## src/rtl/izh_pkg.sv

```systemverilog
// Shared widths, current clamp limits and injector state encoding.
package izh_pkg;

  localparam int DATA_W = 17;

  localparam logic [DATA_W-1:0] CUR_MAX = 17'h0_FFFF;
  localparam logic [DATA_W-1:0] CUR_MIN = 17'h1_0000;

  typedef enum logic {
    ACCUM = 1'b0,
    FLUSH = 1'b1
  } inj_state_t;

endpackage

```

## src/rtl/sat_add17.sv

```systemverilog
// Signed two's complement add; clamps to the signed range when INJ_SAT_EN is defined, else wraps.
// Combinational, no backpressure.
module sat_add17
  import izh_pkg::*;
#(
  parameter int W = DATA_W
) (
  input  logic [W-1:0] a,
  input  logic [W-1:0] b,
  output logic [W-1:0] sum,
  output logic         ovf
);

`ifdef INJ_SAT_EN
  localparam logic [W-1:0] SAT_MAX = {1'b0, {(W-1){1'b1}}};
  localparam logic [W-1:0] SAT_MIN = {1'b1, {(W-1){1'b0}}};

  logic [W:0] wide;

  assign wide = {a[W-1], a} + {b[W-1], b};

  // The extra sign bit disagreeing with the result sign means the true sum left the range.
  always_comb begin
    sum = wide[W-1:0];
    ovf = 1'b0;
    if (wide[W] != wide[W-1]) begin
      ovf = 1'b1;
      sum = wide[W] ? SAT_MIN : SAT_MAX;
    end
  end
`else
  assign sum = a + b;
  assign ovf = 1'b0;
`endif

endmodule

```

## src/rtl/spike_current_injector.sv

```systemverilog
// Accumulates weighted spike events per lane and flushes one write pulse per step (INJ_SAT_EN: saturating add).
// write one cycle after step_end; one-cycle ev_ready bubble during FLUSH, sender holds the event.
module spike_current_injector
  import izh_pkg::*;
#(
  parameter int DATA_W = izh_pkg::DATA_W,
  parameter int CNT_W  = 8
) (
  input  logic              clk,
  input  logic              rst,
  input  logic              ev_valid,
  output logic              ev_ready,
  input  logic              ev_lane,
  input  logic [DATA_W-1:0] ev_weight,
  input  logic              step_end,
  output logic              write,
  output logic [DATA_W-1:0] curr_in1,
  output logic [DATA_W-1:0] curr_in2,
  output logic [CNT_W-1:0]  ev_count,
  output logic              sat_flag
);

  inj_state_t state_q, state_d;
  logic       flush_go;
  logic       accept;

  logic [DATA_W-1:0] acc0_q, acc1_q;
  logic [DATA_W-1:0] add0_b, add1_b;
  logic [DATA_W-1:0] acc0_nxt, acc1_nxt;
  logic              ovf0, ovf1;
  logic [CNT_W-1:0]  cnt_q, cnt_nxt;
  logic              sat_q, sat_nxt;

  always_comb begin
    state_d  = state_q;
    ev_ready = 1'b0;
    flush_go = 1'b0;
    case (state_q)
      ACCUM: begin
        ev_ready = 1'b1;
        if (step_end) begin
          state_d  = FLUSH;
          flush_go = 1'b1;
        end
      end
      FLUSH: state_d = ACCUM;
      default: state_d = ACCUM;
    endcase
  end

  assign accept = ev_valid && ev_ready;

  // Non-target lane adds zero, which can never overflow.
  assign add0_b = (accept && !ev_lane) ? ev_weight : '0;
  assign add1_b = (accept &&  ev_lane) ? ev_weight : '0;

  sat_add17 #(.W(DATA_W)) u_add0 (
    .a   (acc0_q),
    .b   (add0_b),
    .sum (acc0_nxt),
    .ovf (ovf0)
  );

  sat_add17 #(.W(DATA_W)) u_add1 (
    .a   (acc1_q),
    .b   (add1_b),
    .sum (acc1_nxt),
    .ovf (ovf1)
  );

  assign cnt_nxt = (accept && (cnt_q != '1)) ? cnt_q + 1'b1 : cnt_q;
  assign sat_nxt = sat_q | ovf0 | ovf1;

  always_ff @(posedge clk or posedge rst) begin
    if (rst) begin
      state_q  <= ACCUM;
      acc0_q   <= '0;
      acc1_q   <= '0;
      cnt_q    <= '0;
      sat_q    <= 1'b0;
      write    <= 1'b0;
      curr_in1 <= '0;
      curr_in2 <= '0;
      ev_count <= '0;
      sat_flag <= 1'b0;
    end else begin
      state_q <= state_d;
      if (flush_go) begin
        // Same-cycle event is already folded into the *_nxt values.
        write    <= 1'b1;
        curr_in1 <= acc0_nxt;
        curr_in2 <= acc1_nxt;
        ev_count <= cnt_nxt;
        sat_flag <= sat_nxt;
        acc0_q   <= '0;
        acc1_q   <= '0;
        cnt_q    <= '0;
        sat_q    <= 1'b0;
      end else begin
        write    <= 1'b0;
        curr_in1 <= '0;
        curr_in2 <= '0;
        acc0_q   <= acc0_nxt;
        acc1_q   <= acc1_nxt;
        cnt_q    <= cnt_nxt;
        sat_q    <= sat_nxt;
      end
    end
  end

endmodule

```

## config.mk

```make
export PLATFORM = sky130hd
export DESIGN_NAME = spike_current_injector
export DESIGN_NICKNAME = d
export VERILOG_FILES = /design/src/rtl/izh_pkg.sv /design/src/rtl/sat_add17.sv /design/src/rtl/spike_current_injector.sv
export SDC_FILE = /design/constraint.sdc
export NUM_CORES = 1
export LEC_CHECK = 0
export CAP_MARGIN = 20
export CELL_PAD_IN_SITES_DETAIL_PLACEMENT = 0
export CELL_PAD_IN_SITES_GLOBAL_PLACEMENT = 1
export CORE_ASPECT_RATIO = 0.75
export CORE_MARGIN = 2
export CORE_UTILIZATION = 47
export CTS_BUF_LIST = sky130_fd_sc_hd__clkbuf_8
export DETAILED_ROUTE_END_ITERATION = 8
export GPL_TIMING_DRIVEN = 0
export PLACE_DENSITY_LB_ADDON = 0.2
export SLEW_MARGIN = 20
export SYNTH_ARGS = -nofsm -noshare
export SYNTH_HDL_FRONTEND = slang
export SYNTH_SLANG_ARGS = --single-unit
```

## constraint.sdc

```tcl
create_clock -name clk -period 5.8 [get_ports clk]
set_clock_uncertainty 0.05 [all_clocks]
set_input_delay 1.16 -clock clk [delete_from_list [all_inputs] [get_ports clk]]
set_output_delay 1.16 -clock clk [all_outputs]
set_load 0.05 [all_outputs]
```

met1.png
The bar under the picture is 20 um long. Supply wires on this layer in gray. Cells faint in the background.
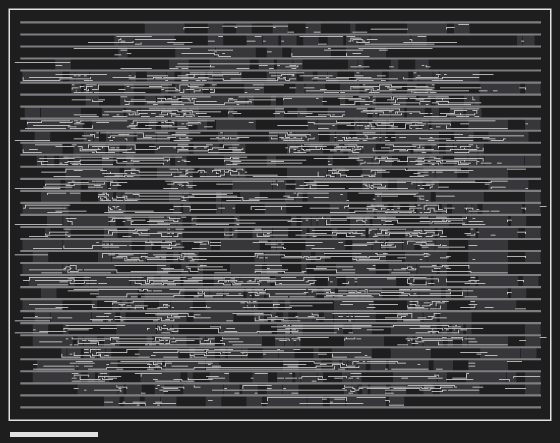
longest straight run = 43.7 um
share of all routed wire = 49%
grt met1 use: 0.351
vias after detailed routing: 4124
Routed WL: 12600 um

met2.png
The bar under the picture is 20 um long. Cells faint in the background.
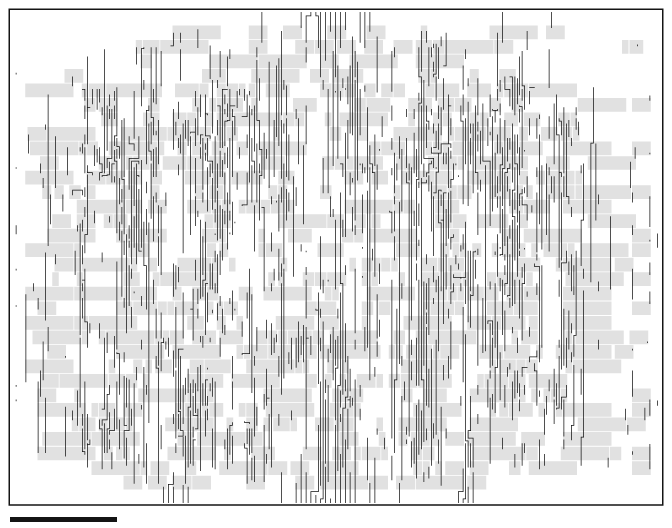
nets with wire on the layer = 547
longest straight run = 47.4 um
met2 Use GR: 0.372

==> flow_summary.ini <==
; flow metrics
[logic_synthesis]
ys_top_logic_family = simple AND/OR/NAND/NOR gates
ys_ff = 85
flop_cell = dfrtp_1
synthAdderAreaFrac = 0.0921
synth_cell_types = 47
ys_sh_simple = 0.219
edf_count = 0
ys_warn_count = 0
synth_xor_xnor_area_share = 0.0374
ys_cells = 534
yosys.area_share.aoi = 0.176
mux_share = 0.00814
synth_async_sr_flop_share = 1.00
ys_seq_frac = 0.433
syn-num-nets = 591

[timing]
fin_setup_tns_ps = 0
timing.fmax_mhz = 236
fin_crit_sh = 0.731
final-setup-viol-count = 0
tightest_slew_ps = 787
final_max_slew_viol_count = 0

[cts]
htree_num_levels = 3
cts_setup_buffers = 0
cts-resized-gates = 0
clock_latency_ps = 370
clk_pin_slew_ps = 90
ctsHoldBuffers = 0

[placed_design]
dp_cells = 736
portBuffers = 65
dpl-instance-area_sq_mm = 0.00577
dp_slack_ps = 1240

[pwr]
total_power_mw = 1.55
power_density_mw_per_mm2 = 259
p_int_mw = 1.01
power_switching_mw = 0.542
p_leak_nw = 2.74
comb-power_mw = 0.428
switching_share = 0.350
power_clock_mw = 0.444

[setup_path]
cp.depth = 13
r2r_slack_ps = 2350
rr_endpoint = acc1_q[14]
cp_slowest_cell = clkdlybuf4s50_1
critical_path.cell_chain = clkdlybuf4s50_1, and3b_1, clkbuf_1, clkbuf_1, and2_1, ha_1, inv_1, fa_1, nand2b_1, a211oi_1, o21ai_0, a211o_1, nand2_1
reg2reg_depth = 12
critPathTopFamily = buffers and inverters
crit_end = acc1_q[14]
endpoint_kind = flop
cp-startpoint = ev_lane

[cells_and_area]
clock_buffers = 10
clk_share = 0.0348
regArea_sq_mm = 0.00213
area_growth_pct = 21.5
diodes = 0
nFillCells = 926
final_cell_mix = dfrtp_1 (85), nand2_1 (67), clkdlybuf4s50_1 (65)
lay_top_count = dfrtp_1

[floorplan]
die_width_um = 122
dieArea_sq_mm = 0.0113
coreArea_sq_mm = 0.0102
fp_util = 0.480

[global_routing]
grt_pass1_wl_um = 20900

[run]
drv_cap = 0

[min_path]
whs_endpoint = ev_count[1]
min_from = ev_count[1]
whs_path_depth = 2

[route]
antenna_left = 0

[run_status]
outcome = finished, final reports clean
final_congestion.png
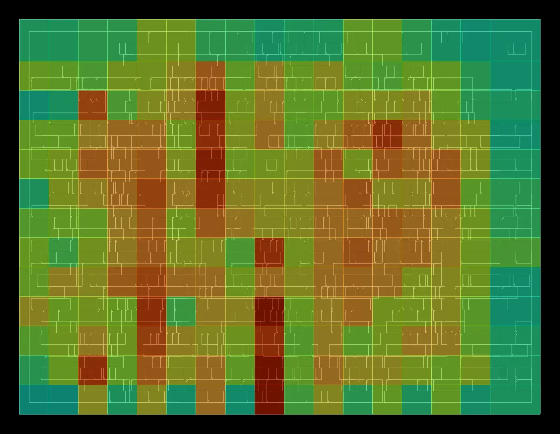
WL per Instance: 16.8 um
M3 GR Usage: 0.0406
gr busiest metal: met2
fin util: 0.583

drive_strength.png
The bar under the picture is 20 um long.
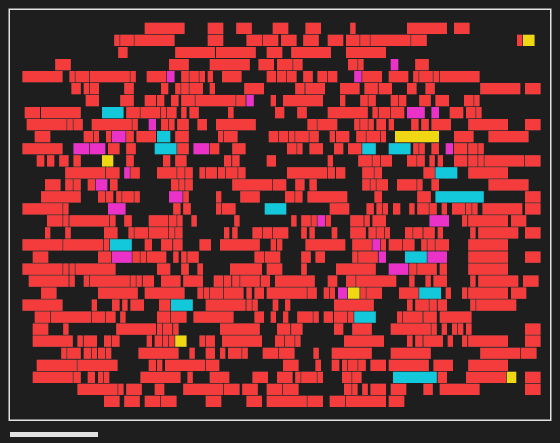
magenta -> drive 2  # cells 24, share 3.9%, most used buf_2
cyan -> drive 6 and up  # cells 14, share 2.3%, most used clkbuf_8
yellow -> drive 3 to 4  # cells 6, share 0.97%, most used clkinvlp_4
red -> drive 1 or less  # cells 572, share 93%, most used dfrtp_1

